### Clock network drawn from the DEF, run 1

Drawn at 2 px/um.
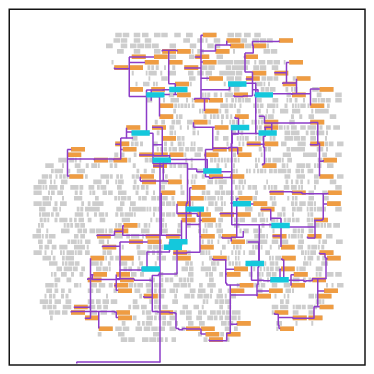
### Signal wires by layer, run 1

Drawn at 1.5 px/um.
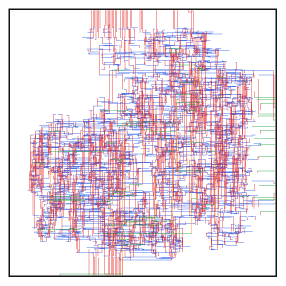
### Where the registers sit, run 1

Drawn at 1.5 px/um. Other sequential cells in the stronger gray, the rest of the logic in the fainter gray.
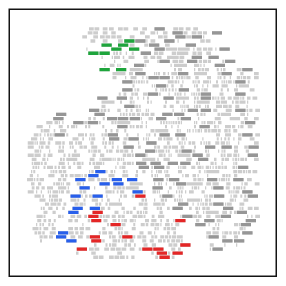
### config.mk
export PLATFORM = sky130hd
export DESIGN_NAME = hires_fetch
export DESIGN_NICKNAME = d
export VERILOG_FILES = /design/src/rtl/hires_pkg.sv /design/src/rtl/hires_div280.sv /design/src/rtl/hires_fetch.sv
export SDC_FILE = /design/constraint.sdc
export NUM_CORES = 1
export LEC_CHECK = 0
export ABC_AREA = 0
export CAP_MARGIN = 10
export CORE_MARGIN = 10
export CORE_UTILIZATION = 40
export CTS_CLUSTER_DIAMETER = 120
export DETAILED_ROUTE_END_ITERATION = 16
export HOLD_SLACK_MARGIN = 0.05
export PLACE_DENSITY_LB_ADDON = 0.2
export SYNTH_ARGS = -nofsm -noshare
export SYNTH_HDL_FRONTEND = slang
export SYNTH_HIERARCHICAL = 1
export SYNTH_SLANG_ARGS = --single-unit
### constraint.sdc
create_clock -name clock_50 -period 9 [get_ports clock_50]
set_clock_uncertainty 0.15 [all_clocks]
set_input_delay 1.8 -clock clock_50 [delete_from_list [all_inputs] [get_ports clock_50]]
set_output_delay 1.8 -clock clock_50 [all_outputs]
set_load 0.005 [all_outputs]
### src/rtl/hires_pkg.sv
// rtl/hires_pkg.sv - shared types, constants and line-address helper for hires_fetch
package hires_pkg;

  typedef enum logic [1:0] {ST_RUN, ST_RESYNC, ST_FILL} state_t;
  typedef enum logic [1:0] {F_CUR_ISSUE, F_CUR_WAIT, F_NXT_ISSUE, F_NXT_WAIT} fill_t;

  localparam int          H_PIX_DEF  = 280;
  localparam int          V_PIX_DEF  = 192;
  localparam logic [15:0] PAGE1_BASE = 16'h2000;
  localparam logic [15:0] PAGE2_BASE = 16'h4000;
  localparam logic [15:0] ADR_END    = 16'd53760;

  localparam logic [23:0] RGB_BLACK  = 24'h000000;
  localparam logic [23:0] RGB_WHITE  = 24'hFFFFFF;
  localparam logic [23:0] RGB_VIOLET = 24'hFF44FD;
  localparam logic [23:0] RGB_GREEN  = 24'h14F53C;
  localparam logic [23:0] RGB_BLUE   = 24'h14CFFD;
  localparam logic [23:0] RGB_ORANGE = 24'hFF6A3C;

  // Apple II interleave: y[2:0] strides 1K, y[5:3] strides 128 bytes, y[7:6] strides 40 bytes.
  function automatic logic [15:0] line_base(input logic pg, input logic [7:0] y);
    logic [15:0] third;
    third = {14'd0, y[7:6]} * 16'd40;
    return (pg ? PAGE2_BASE : PAGE1_BASE) + {3'd0, y[2:0], 10'd0} + {6'd0, y[5:3], 7'd0} + third;
  endfunction

endpackage

### src/rtl/hires_div280.sv
// rtl/hires_div280.sv - sequential restoring divider: adr -> y, x, then x -> col, bitn (14 steps)
module hires_div280
  import hires_pkg::*;
#(
  parameter int H_PIX = H_PIX_DEF
) (
  input  logic        clock_50,
  input  logic        reset,
  input  logic        start,
  input  logic [15:0] adr,
  output logic        done,
  output logic [7:0]  y,
  output logic [8:0]  x,
  output logic [5:0]  col,
  output logic [2:0]  bitn
);

  logic [16:0] rem;
  logic [16:0] rem_nxt;
  logic [16:0] divisor;
  logic [3:0]  step;
  logic        busy;
  logic        ge;

  // Steps 0..7 divide by H_PIX (quotient y), steps 8..13 divide the remainder by 7.
  always_comb begin
    if (step < 4'd8) divisor = 17'(H_PIX) << (4'd7 - step);
    else             divisor = 17'd7 << (4'd13 - step);
    ge      = (rem >= divisor);
    rem_nxt = ge ? rem - divisor : rem;
  end

  always_ff @(posedge clock_50) begin
    if (!reset) begin
      busy <= 1'b0;
      done <= 1'b0;
      step <= 4'd0;
      rem  <= 17'd0;
      y    <= 8'd0;
      x    <= 9'd0;
      col  <= 6'd0;
      bitn <= 3'd0;
    end else begin
      done <= 1'b0;
      if (start) begin
        busy <= 1'b1;
        step <= 4'd0;
        rem  <= {1'b0, adr};
        y    <= 8'd0;
        col  <= 6'd0;
      end else if (busy) begin
        rem  <= rem_nxt;
        step <= step + 4'd1;
        if (step < 4'd8) y <= {y[6:0], ge};
        else             col <= {col[4:0], ge};
        if (step == 4'd7) x <= rem_nxt[8:0];
        if (step == 4'd13) begin
          bitn <= rem_nxt[2:0];
          busy <= 1'b0;
          done <= 1'b1;
        end
      end
    end
  end

endmodule

### src/rtl/hires_fetch.sv
// rtl/hires_fetch.sv - hi-res byte fetch, prefetch and pixel decode feeding the VGA timing stage
module hires_fetch
  import hires_pkg::*;
#(
  parameter int H_PIX   = H_PIX_DEF,
  parameter int V_PIX   = V_PIX_DEF,
  parameter int ACK_MAX = 24
) (
  input  logic        clock_50,
  input  logic        reset,
  input  logic [15:0] adr,
  output logic [23:0] d,
  input  logic        page2,
  input  logic        mono,
  output logic        mem_req,
  output logic [15:0] mem_addr,
  input  logic        mem_ack,
  input  logic [7:0]  mem_data,
  output logic        underrun
);

  localparam logic [15:0] ADR_LIMIT = 16'(H_PIX * V_PIX);
  localparam logic [8:0]  X_LAST    = 9'(H_PIX - 1);
  localparam logic [5:0]  LAST_COL  = 6'(H_PIX / 7 - 1);
  localparam logic [7:0]  ACK_LAST  = 8'(ACK_MAX - 1);

  state_t      state;
  fill_t       fill;
  logic [15:0] adr_q;
  logic [8:0]  x;
  logic [7:0]  y;
  logic [5:0]  col;
  logic [2:0]  bitn;
  logic [7:0]  cur_byte;
  logic [7:0]  nxt_byte;
  logic        nxt_valid;
  logic        prev_pix;
  logic        pg_sel;
  logic        oor;
  logic [7:0]  ack_cnt;
  logic        req_dst;

  logic        is_zero, in_range, changed, seq_step, restart, div_start, mem_done;
  logic        div_done;
  logic [7:0]  div_y;
  logic [8:0]  div_x;
  logic [5:0]  div_col;
  logic [2:0]  div_bitn;
  logic        pix, right_pix;
  logic [23:0] rgb;

  assign is_zero   = (adr == 16'd0);
  assign in_range  = (adr < ADR_LIMIT);
  assign changed   = (adr != adr_q);
  assign seq_step  = changed && !is_zero && (adr == adr_q + 16'd1) && (state == ST_RUN);
  assign restart   = changed && !seq_step;
  assign div_start = restart && !is_zero && in_range;
  assign mem_done  = mem_req && (mem_ack || ack_cnt == ACK_LAST);

  hires_div280 #(.H_PIX(H_PIX)) u_div (
    .clock_50 (clock_50),
    .reset    (reset),
    .start    (div_start),
    .adr      (adr),
    .done     (div_done),
    .y        (div_y),
    .x        (div_x),
    .col      (div_col),
    .bitn     (div_bitn)
  );

  always_comb begin
    pix       = cur_byte[bitn];
    right_pix = (bitn == 3'd6) ? (nxt_byte[0] && col != LAST_COL) : cur_byte[bitn + 3'd1];
    if (mono)                        rgb = pix ? RGB_WHITE : RGB_BLACK;
    else if (!pix)                   rgb = RGB_BLACK;
    else if (prev_pix || right_pix)  rgb = RGB_WHITE;
    else if (!cur_byte[7])           rgb = x[0] ? RGB_GREEN : RGB_VIOLET;
    else                             rgb = x[0] ? RGB_ORANGE : RGB_BLUE;
  end

  always_ff @(posedge clock_50) begin
    if (!reset) begin
      adr_q     <= 16'd0;
      state     <= ST_FILL;
      fill      <= F_CUR_ISSUE;
      x         <= 9'd0;
      y         <= 8'd0;
      col       <= 6'd0;
      bitn      <= 3'd0;
      cur_byte  <= 8'd0;
      nxt_byte  <= 8'd0;
      nxt_valid <= 1'b0;
      prev_pix  <= 1'b0;
      pg_sel    <= 1'b0;
      oor       <= 1'b0;
      mem_req   <= 1'b0;
      mem_addr  <= 16'd0;
      ack_cnt   <= 8'd0;
      req_dst   <= 1'b0;
      underrun  <= 1'b0;
      d         <= RGB_BLACK;
    end else begin
      adr_q <= adr;
      d     <= (state == ST_RUN && !oor) ? rgb : RGB_BLACK;

      if (mem_req) begin
        if (mem_done) begin
          mem_req <= 1'b0;
          if (!mem_ack) underrun <= 1'b1;
          else if (!restart) begin
            if (req_dst) begin
              nxt_byte  <= mem_data;
              nxt_valid <= 1'b1;
            end else begin
              cur_byte <= mem_data;
            end
          end
        end else begin
          ack_cnt <= ack_cnt + 8'd1;
        end
      end

      case (state)
        ST_RESYNC: if (div_done) begin
          x        <= div_x;
          y        <= div_y;
          col      <= div_col;
          bitn     <= div_bitn;
          prev_pix <= 1'b0;
          state    <= ST_FILL;
          fill     <= F_CUR_ISSUE;
        end
        ST_FILL: begin
          case (fill)
            F_CUR_ISSUE: if (!mem_req) begin
              mem_req  <= 1'b1;
              mem_addr <= line_base(pg_sel, y) + {10'd0, col};
              ack_cnt  <= 8'd0;
              req_dst  <= 1'b0;
              fill     <= F_CUR_WAIT;
            end
            F_CUR_WAIT: if (mem_done) begin
              if (col == LAST_COL) state <= ST_RUN;
              else                 fill  <= F_NXT_ISSUE;
            end
            F_NXT_ISSUE: if (!mem_req) begin
              mem_req  <= 1'b1;
              mem_addr <= line_base(pg_sel, y) + {10'd0, col + 6'd1};
              ack_cnt  <= 8'd0;
              req_dst  <= 1'b1;
              fill     <= F_NXT_WAIT;
            end
            default: if (mem_done) state <= ST_RUN;
          endcase
        end
        ST_RUN: ;
        default: state <= ST_FILL;
      endcase

      if (restart) begin
        mem_req   <= 1'b0;
        nxt_valid <= 1'b0;
        prev_pix  <= 1'b0;
        oor       <= !in_range;
        if (is_zero) begin
          x      <= 9'd0;
          y      <= 8'd0;
          col    <= 6'd0;
          bitn   <= 3'd0;
          pg_sel <= page2;
          state  <= ST_FILL;
          fill   <= F_CUR_ISSUE;
        end else if (in_range) begin
          state <= ST_RESYNC;
        end else begin
          state <= ST_RUN;
        end
      end else if (seq_step) begin
        oor      <= !in_range;
        prev_pix <= pix;
        if (x == X_LAST) begin
          // Sequential wrap to a new line refills during blanking rather than counting as underrun.
          x        <= 9'd0;
          col      <= 6'd0;
          bitn     <= 3'd0;
          y        <= y + 8'd1;
          prev_pix <= 1'b0;
          if (in_range) begin
            mem_req   <= 1'b0;
            nxt_valid <= 1'b0;
            state     <= ST_FILL;
            fill      <= F_CUR_ISSUE;
          end
        end else if (bitn == 3'd6) begin
          x    <= x + 9'd1;
          bitn <= 3'd0;
          col  <= col + 6'd1;
          if (in_range) begin
            if (nxt_valid) cur_byte <= nxt_byte;
            else           underrun <= 1'b1;
            nxt_valid <= 1'b0;
            if (col + 6'd1 != LAST_COL && !mem_req) begin
              mem_req  <= 1'b1;
              mem_addr <= line_base(pg_sel, y) + {10'd0, col + 6'd2};
              ack_cnt  <= 8'd0;
              req_dst  <= 1'b1;
            end
          end
        end else begin
          x    <= x + 9'd1;
          bitn <= bitn + 3'd1;
        end
      end
    end
  end

endmodule

==> qor.txt, run 1 <==
run status = complete, no violations
switching share of power = 27.8%
Chip Width = 177 um
Worst-path clk slew = 0.06 ns
core box area = 24300 sq um
CTS tree = yes
worst reg2reg startpoint = adr_q[1]$_SDFF_PN0_
final hold vios = 0
fill count = 2427
Via-to-Cell Ratio = 5.61
OpenROAD warning count = 42
FP Core Util = 40.6%
Top cells excl fill/tap = dfxtp_1, nand2_1, nor2_1
fin nets = 1313
IO Count = 71
synthesized flop and latch total = 151
critical path class = input pin to flip-flop
Tcrit/Tclk final = 75.1%
# Cells Yosys = 1221
Leakage = 0.00407 uW
crit path time final = 6.76 ns
Pwr per Cell Area = 144 nW/um^2
Yosys top cell area share = 30.6%
Max-Slew Margin vs Limit = 33.7%
Post-Synthesis Cells = 1221
placed wire-length estimate = 20.2 mm
final setup violation count = 0
Post-Syn Nets = 1309
slowest CP cell = or3_2
CP Capture Type = flip-flop
initial antenna violation count = 0
share of total power in combinational logic = 13.2%
Post-CTS Hold Buffers = 0
post-synthesis sequential area ratio = 30.6%
Worst-Margin Slew = 0.993 ns
area grow syn2layout = 12.6%
FF-to-FF path depth = 16
initial DRC count = 621
hold path start = mem_addr[15]$_SDFF_PN0_
fmax = 0.148 GHz
GR Util All Layers = 17.2%
Post-CTS Setup Inserts = 0
critical path data arrival time = 6.94 ns
Final Max Slew Viols = 0
share of cells above drive strength 1 = 6.22%
cts repair resizes = 0
CTS H-tree lvls = 4
Back to the opening pictures, 'Clock network drawn from the DEF':
Key: purple = clock wires [length 2100 um]; cyan = cells driving clock nets [count 17]; orange = flip-flops [count 151]
There are 18 routed clock nets.
worst skew pair latency: 0.43 ns
clock share of power: 42.6%
Clk power: 680 uW

Back to the opening pictures, 'Signal wires by layer':
Key: orange = met4 [wire length 565 um]; blue = met1 [wire length 12900 um]; red = met2 [wire length 13000 um]; green = met3 [wire length 920 um]

Back to the opening pictures, 'Where the registers sit':
Key: red = adr_q [flops 16, where bottom middle]; blue = u_div/rem [flops 17]; green = d [flops 9, where top middle]
Another 109 sequential cells are not colored.
Reg area: 3020 sq um
Seq power: 706 uW
Core Util, Final: 45.7%

-- run 1: registers in the layout (all words and copies together), names as in the netlist, 4 cells and up --
register    cells
u_div/y         8
u_div/rem      17
cur_byte        8
col             6
mem_addr       16
d               9
u_div/col       6
x               9
u_div/step      4
ack_cnt         8
nxt_byte        8
u_div/x         9
adr_q          16
y               8
-- run 1: cells by family (layout without fill, tap and decap cells) --
logic type | count (synthesis) | in the layout | share of synthesized area (%)
compound gates | 291 | 291 | 20.3
buf+inv | 125 | 141 | 5.95
simple gates | 480 | 480 | 24.1
xor+xnor | 73 | 73 | 6.48
fa+ha+maj | 59 | 59 | 7.78
mux | 42 | 42 | 4.78
flops | 151 | 151 | 30.6
-- run 1: through the flow --
step	hold WS (ns)	power, uW	std cells	setup WS, ns
after floorplan	0.275	863	1221	3.47
after global placement	0.266	928	1529	1.94
after detailed placement	0.267	929	1529	1.73
after CTS	0.277	1610	1560	2.14
after global routing	0.292	1660	1561	1.85
final	0.274	1600	1561	2.24
-- run 1: per-layer routing --
layer  global-route usage (%)  wire [um]  up-vias
li1                         -          -     4412
met1                     22.1      12900     4151
met2                     28.6      13000      163
met3                     2.54        920       33
met4                     6.51        565        0
met5                        0          0        -
-- run 1: synthesized netlist by cell type (all sizes together) (7+ instances only) --
| library cell | number |
|---|---|
| a31oi | 24 |
| nand2 | 142 |
| and3 | 12 |
| inv | 32 |
| a211oi | 28 |
| xnor2 | 35 |
| o211ai | 18 |
| o2bb2ai | 8 |
| a22oi | 7 |
| buf | 38 |
| nor3 | 29 |
| nor2b | 9 |
| nand4 | 21 |
| ha | 55 |
| o21a | 7 |
| nand3 | 61 |
| nor2 | 104 |
| clkbuf | 53 |
| mux2i | 37 |
| or2 | 7 |
| or3 | 10 |
| or4 | 8 |
| o21ai | 49 |
| nor4 | 17 |
| and2 | 27 |
| dfxtp | 151 |
| xor2 | 38 |
| a21oi | 82 |
-- run 1: power by group through the flow --
stage,sequential (uW),combinational (uW),clock [uW]
floorplan,710,153,0
finish,706,212,680
global route,708,234,720
detailed placement,720,209,0
global placement,720,208,0
CTS,705,210,695
-- run 1: worst max path at each step --
| stage | start | end | slack [ns] | cells past startpoint |
|---|---|---|---|---|
| after floorplan | adr[5] | u_div/x[0]$_SDFFE_PN0P_ | 3.47 | 16 |
| after global placement | adr[5] | u_div/x[5]$_SDFFE_PN0P_ | 1.94 | 14 |
| after detailed placement | adr[5] | u_div/x[5]$_SDFFE_PN0P_ | 1.73 | 14 |
| after CTS | adr[5] | u_div/x[5]$_SDFFE_PN0P_ | 2.14 | 14 |
| after global routing | adr[5] | u_div/x[0]$_SDFFE_PN0P_ | 1.85 | 14 |
| final | adr[5] | u_div/x[1]$_SDFFE_PN0P_ | 2.24 | 14 |
-- run 1: cell type report --
type | count | area [sq um] | share of cell area, %
multi-input combinational | 945 | 6260 | 56.3
sequential | 151 | 3020 | 27.2
timing repair buffer | 77 | 748 | 6.73
clock buffer | 18 | 429 | 3.86
tap | 324 | 405 | 3.65
clock inverter | 13 | 124 | 1.11
inverter | 33 | 124 | 1.11
==> run 2, diff against run 1 <==
==> constraint.sdc (replaced) <==
create_clock -name clock_50 -period 6.75 [get_ports clock_50]
set_clock_uncertainty 0.15 [all_clocks]
set_input_delay 1.35 -clock clock_50 [delete_from_list [all_inputs] [get_ports clock_50]]
set_output_delay 1.35 -clock clock_50 [all_outputs]
set_load 0.005 [all_outputs]
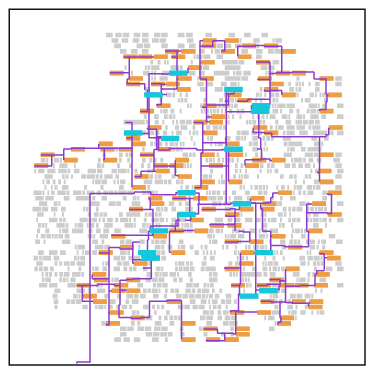
*Clock network drawn from the DEF, run 2*
Drawn at 2 px/um.
Key: purple = clock wires [length 2070 um]; cyan = cells driving clock nets [count 17]; orange = flip-flops [count 151]
There are 18 routed clock nets.

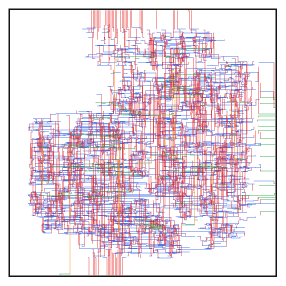
*Signal wires by layer, run 2*
Drawn at 1.5 px/um.
Key: green = met3 [wire length 1120 um]; red = met2 [wire length 13100 um]; blue = met1 [wire length 12800 um]; orange = met4 [wire length 528 um]
WL final: 27.6 mm
GR Util All Layers: 17.2%
via count: 8840

==> qor.txt, run 2 <==
CP Capture Type = flip-flop
Final Max Slew Viols = 0 (unchanged)
Yosys top cell area share = 30.6% (unchanged)
FP Core Util = 40.6% (unchanged)
Tcrit/Tclk final = 78.9%
initial antenna violation count = 0 (unchanged)
Worst-path clk slew = 0.07 ns (about the same)
hold path start = mem_addr[15]$_SDFF_PN0_
worst reg2reg startpoint = u_div/step[1]$_SDFFE_PP0P_
Post-CTS Hold Buffers = 0 (unchanged)
OpenROAD warning count = 42 (unchanged)
critical path data arrival time = 5.50 ns (-1.44 ns)
top cell type by instance count after synthesis = dfxtp_1
run status = complete, no violations
fmax = 0.188 GHz
share of cells above drive strength 1 = 6.76% (+0.53 points)
synthesized area per cell = 8.08 sq um
cts repair resizes = 0 (unchanged)
Leakage = 0.00413 uW (+1.5%)
Worst-Margin Slew = 0.993 ns (-0.000207 ns)
Post-CTS Setup Inserts = 0 (unchanged)
crit path time final = 5.33 ns
FF-to-FF path depth = 13 (-3)
largest registers = u_div/rem x17, adr_q x16, mem_addr x16
IO Count = 71 (unchanged)
final setup violation count = 0 (unchanged)
fin nets = 1319 (+0.46%)
Via-to-Cell Ratio = 5.64 (+0.54%)
Chip Width = 177 um (unchanged)
Post-Synthesis Cells = 1221 (unchanged)
top cells by count, synth = dfxtp_1, nand2_1, nor2_1
Max-Slew Margin vs Limit = 33.3% (-0.37 points)
CTS H-tree lvls = 4 (unchanged)
Top cells excl fill/tap = dfxtp_1, nand2_1, nor2_1
synthesized flop and latch total = 151 (unchanged)
critical path class = input pin to flip-flop
area grow syn2layout = 13.5%
core box area = 24300 sq um (unchanged)
initial DRC count = 605 (-2.6%)
worst skew pair latency = 0.43 ns (about the same)
post-synthesis sequential area ratio = 30.6% (unchanged)
# Cells Yosys = 1221 (unchanged)
Pwr per Cell Area = 196 nW/um^2 (+36%)
Hold Path Class = flip-flop to flip-flop
CTS tree = yes
max capacitance violation total = 0
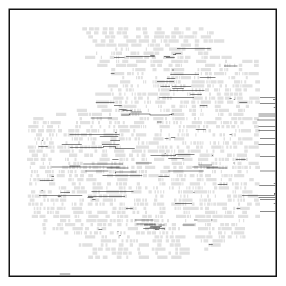
*Met3 routing, run 2*
Drawn at 1.5 px/um.
The layer carries 1120 um of wire. The wires run mostly horizontal.
GRT met3 Usage: 2.09%

-- run 2: cell count changes in the layout (fill, tap and decap cells not counted), moves of 2 or more --
cell        change
buf_4           +7
clkinv_4        +2
clkinvlp_4      -3
inv_8           +2
-- run 2: area by class of cell --
class / instances / area [sq um]
Multi-Input combinational cell: 945 / 6260
Clock buffer: 17 / 425
Sequential cell: 151 / 3020
Clock inverter: 14 / 166
Tap cell: 324 / 405
Timing Repair Buffer: 83 / 793
Inverter: 33 / 124
Fill cell: 2394 / 13100
-- run 2: where the power goes --
group          internal, uW  switching (uW)  total (uW)
Clock                   553             414         967
Sequential              912            28.3         941
Combinational           118             166         284
-- run 2: kinds of logic after synthesis --
| family | count (synthesis) | synth area share [%] |
|---|---|---|
| AOI/OAI and AO/OA | 291 | 20.3 |
| xor gates and xnor gates | 73 | 6.48 |
| adders and majority gates | 59 | 7.78 |
| buffers and inverters | 125 | 5.95 |
| DFF | 151 | 30.6 |
| muxes | 42 | 4.78 |
| and+or+nand+nor | 480 | 24.1 |
-- run 2: how the worst max path moves through the flow --
| stage | start | to | depth (start not counted) |
|---|---|---|---|
| 2_1_floorplan | adr[5] | u_div/x[0]$_SDFFE_PN0P_ | 16 |
| 3_3_place_gp | adr[5] | u_div/x[0]$_SDFFE_PN0P_ | 14 |
| 3_5_place_dp | adr[5] | u_div/x[0]$_SDFFE_PN0P_ | 14 |
| 4_1_cts | adr[5] | u_div/x[0]$_SDFFE_PN0P_ | 14 |
| 5_1_grt | adr[5] | u_div/x[0]$_SDFFE_PN0P_ | 14 |
| 6_report | adr[5] | u_div/x[0]$_SDFFE_PN0P_ | 14 |
-- run 2: critical path: stages --
cell and delay, ns:
clkdlybuf4s50_1 0.54, or3b_1 0.43, a2111o_1 0.44, a32oi_1 0.25, nand4_1 0.18, or3_1 0.37
nand3_1 0.11, inv_1 0.08, inv_1 0.05, buf_4 0.20, nand2_1 0.27, or3_2 0.61
or4_1 0.54, o311ai_1 0.09
-- run 2: stage by stage --
stage | hold WS, ns | setup WS, ns | power, uW | utilization (%) | cells
CTS | 0.283 | 1.50 | 2210 | 46.0 | 1567
floorplan | 0.275 | 1.67 | 1150 | - | 1221
finish | 0.280 | 1.42 | 2190 | 46.0 | 1567
detailed placement | 0.273 | 1.07 | 1240 | 43.6 | 1536
global placement | 0.267 | 1.15 | 1240 | 43.6 | 1536
global route | 0.296 | 1.23 | 2280 | 46.0 | 1567
-- run 2: routing by layer --
metal | wire, um | global-route usage [%] | vias up
met2 | 13100 | 28.6 | 199
met3 | 1120 | 2.09 | 32
met4 | 527 | 5.67 | 0
li1 | - | - | 4430
met1 | 12800 | 22.7 | 4179
met5 | 0 | 0 | -
==> run 3, diff against run 2 <==
==> constraint.sdc (replaced) <==
create_clock -name clock_50 -period 5.15 [get_ports clock_50]
set_clock_uncertainty 0.15 [all_clocks]
set_input_delay 1.03 -clock clock_50 [delete_from_list [all_inputs] [get_ports clock_50]]
set_output_delay 1.03 -clock clock_50 [all_outputs]
set_load 0.005 [all_outputs]
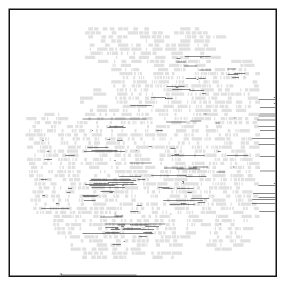
*Met3 routing, run 3*
Drawn at 1.5 px/um.
The wires run mostly horizontal. The longest straight run is 49.7 um. The layer holds 4.5% of the routed length. 96 nets have wire on it. The layer carries 1260 um of wire.
via count: 8943
GRT met3 Usage: 2.39%
WL final: 27.8 mm

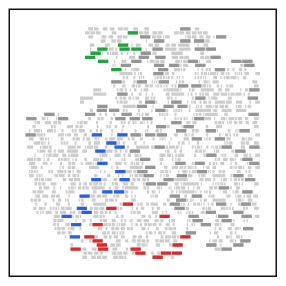
*Where the registers sit, run 3*
Drawn at 1.5 px/um. Other sequential cells in the stronger gray, the rest of the logic in the fainter gray.
Key: green = d [flops 9, where top middle]; red = adr_q [flops 16, where bottom middle]; blue = u_div/rem [flops 17]
Seq power: 1230 uW
Core Util, Final: 46.5%

==> qor.txt, run 3 <==
run status = complete, no violations
Post-CTS Hold Buffers = 0 (unchanged)
Max-Slew Margin vs Limit = 36.4% (+3.1 points)
critical path class = input pin to flip-flop
worst setup margin = 0.653 ns (-0.770 ns)
final setup violation count = 0 (unchanged)
Final Max Slew Viols = 0 (unchanged)
fin nets = 1332 (+0.99%)
Yosys top cell by area = dfxtp_1
die extent in y = 177 um
crit path max fanout = 7
DP Worst Slack = 0.261 ns (-0.807 ns)
Post-Synthesis Cells = 1221 (unchanged)
Ys Warns = 6
Max Used Layer = met4
synthesized area per cell = 8.08 sq um (unchanged)
worst skew pair latency = 0.43 ns (about the same)
Hold Path Class = flip-flop to flip-flop
CTS tree = yes
area grow syn2layout = 14.6%
largest registers = u_div/rem x17, adr_q x16, mem_addr x16
placed wire-length estimate = 20.7 mm
CP Capture Type = flip-flop
GP Congestion = 0.877
share of cells above drive strength 1 = 7.80% (+1.0 points)
GR Util All Layers = 17.4% (+0.16 points)
max capacitance violation total = 0 (unchanged)
DR WL met3 = 1.26 mm (+13%)
vias in the first global route = 8487
Tcrit/Tclk final = 87.3%
synthesized flop and latch total = 151 (unchanged)
Synth cell types = 90
Longest Clk Path Bufs = 2
Via-to-Cell Ratio = 5.66 (+0.27%)
top cells by count, synth = dfxtp_1, nand2_1, nor2_1
Worst-path clk slew = 0.07 ns (about the same)
met2 WL = 13.4 mm (+1.9%)
Max IR drop VDD = 0.202 mV
Std-Cell Rows = 57
final hold vios = 0
Post-CTS Setup Inserts = 0 (unchanged)
Pwr per Cell Area = 258 nW/um^2 (+32%)
Yosys top cell area share = 30.6% (unchanged)
final cell count without fillers = 1581 (+0.89%)
Metal-1 WL = 12.7 mm (-1.3%)
Leakage = 0.00422 uW (+2.0%)
post-synth tally of flip-flops with integrated enable = 0
CTS H-tree lvls = 4 (unchanged)
placed insts = 1549 (+0.85%)
FF-to-FF path depth = 13 (unchanged)
IO Count = 71 (unchanged)
OpenROAD warning count = 42 (unchanged)
cts repair resizes = 0 (unchanged)
Commonest Layout Cell = dfxtp_1
top cell type by instance count after synthesis = dfxtp_1
Worst-Margin Slew = 0.953 ns (-0.0395 ns)
Top FF cell, synth = dfxtp_1
fmax = 0.222 GHz
initial antenna violation count = 0 (unchanged)
final hold slack = 0.275 ns (-0.00497 ns)
Top cells excl fill/tap = dfxtp_1, nand2_1, nor2_1
core box area = 24300 sq um (unchanged)
crit path time final = 4.50 ns
Final TNS setup = 0 ns
FP Core Util = 40.6% (unchanged)
Chip Width = 177 um (unchanged)
critical path data arrival time = 4.67 ns (-0.83 ns)
# Cells Yosys = 1221 (unchanged)
post-synthesis sequential area ratio = 30.6% (unchanged)
initial DRC count = 698 (+15%)
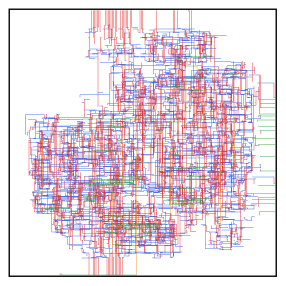
*Signal wires by layer, run 3*
Drawn at 1.5 px/um.
Key: red = met2 [wire length 13400 um]; blue = met1 [wire length 12700 um]; green = met3 [wire length 1260 um]; orange = met4 [wire length 531 um]

run 3: power by group:
| group | switching [uW] | internal (uW) |
|---|---|---|
| clock | 571 | 737 |
| sequential | 33.0 | 1200 |
| combinational | 224 | 159 |
run 3: stage by stage:
stage	util (%)	power, uW	cell area, sq um
after floorplan	-	1510	9870
after global placement	44.0	1630	10700
after detailed placement	44.0	1630	10700
after CTS	46.5	2940	11300
after global routing	46.5	3040	11300
final	46.5	2920	11300
run 3: cell type report:
class | instances | area [sq um]
repair buffers | 96 | 891
multi-input cells | 945 | 6260
well taps | 324 | 405
flip-flops and latches | 151 | 3020
fillers | 2404 | 13000
clock inverters | 15 | 184
clock buffers | 17 | 425
inverters | 33 | 124
run 3: worst paths after layout:
path	startpoint	to	slack, ns
worst max-delay path	adr[5]	u_div/x[0]$_SDFFE_PN0P_	0.65
worst min-delay path	mem_addr[15]$_SDFF_PN0_	mem_addr[15]$_SDFF_PN0_	0.28
worst max register to register	u_div/step[2]$_SDFFE_PP0P_	u_div/bitn[0]$_SDFFE_PN0P_	0.98
worst min register to register	mem_addr[15]$_SDFF_PN0_	mem_addr[15]$_SDFF_PN0_	0.28
run 3: cells by family (layout without fill, tap and decap cells):
group                    after synthesis  count (layout)  synth area share [%]
flip-flops                           151             151                  30.6
AND-OR/OR-AND                        291             291                  20.3
AND/OR/NAND/NOR                      480             480                  24.1
buffers and inverters                125             161                  5.95
XOR/XNOR                              73              73                  6.48
adder cells (fa/ha/maj)               59              59                  7.78
multiplexers                          42              42                  4.78
run 3: worst max-delay path: stages:
cell and delay (ns):
clkdlybuf4s50_1 0.52, or3b_1 0.43, a2111o_1 0.44, a32oi_1 0.24, nand4_1 0.18, or3_1 0.37, nand3_1 0.12, inv_1 0.07
inv_1 0.07, nand2_1 0.07, or3_2 0.49, or4_1 0.54, o311ai_1 0.10
run 3: routing by layer:
layer | vias to the layer above | GRT usage, %
li1 | 4456 | -
met1 | 4233 | 21.7
met5 | - | 0
met3 | 37 | 2.39
met2 | 217 | 30.2
met4 | 0 | 5.67
Power figures rest on the tool's default switching activity, not on a simulated workload.
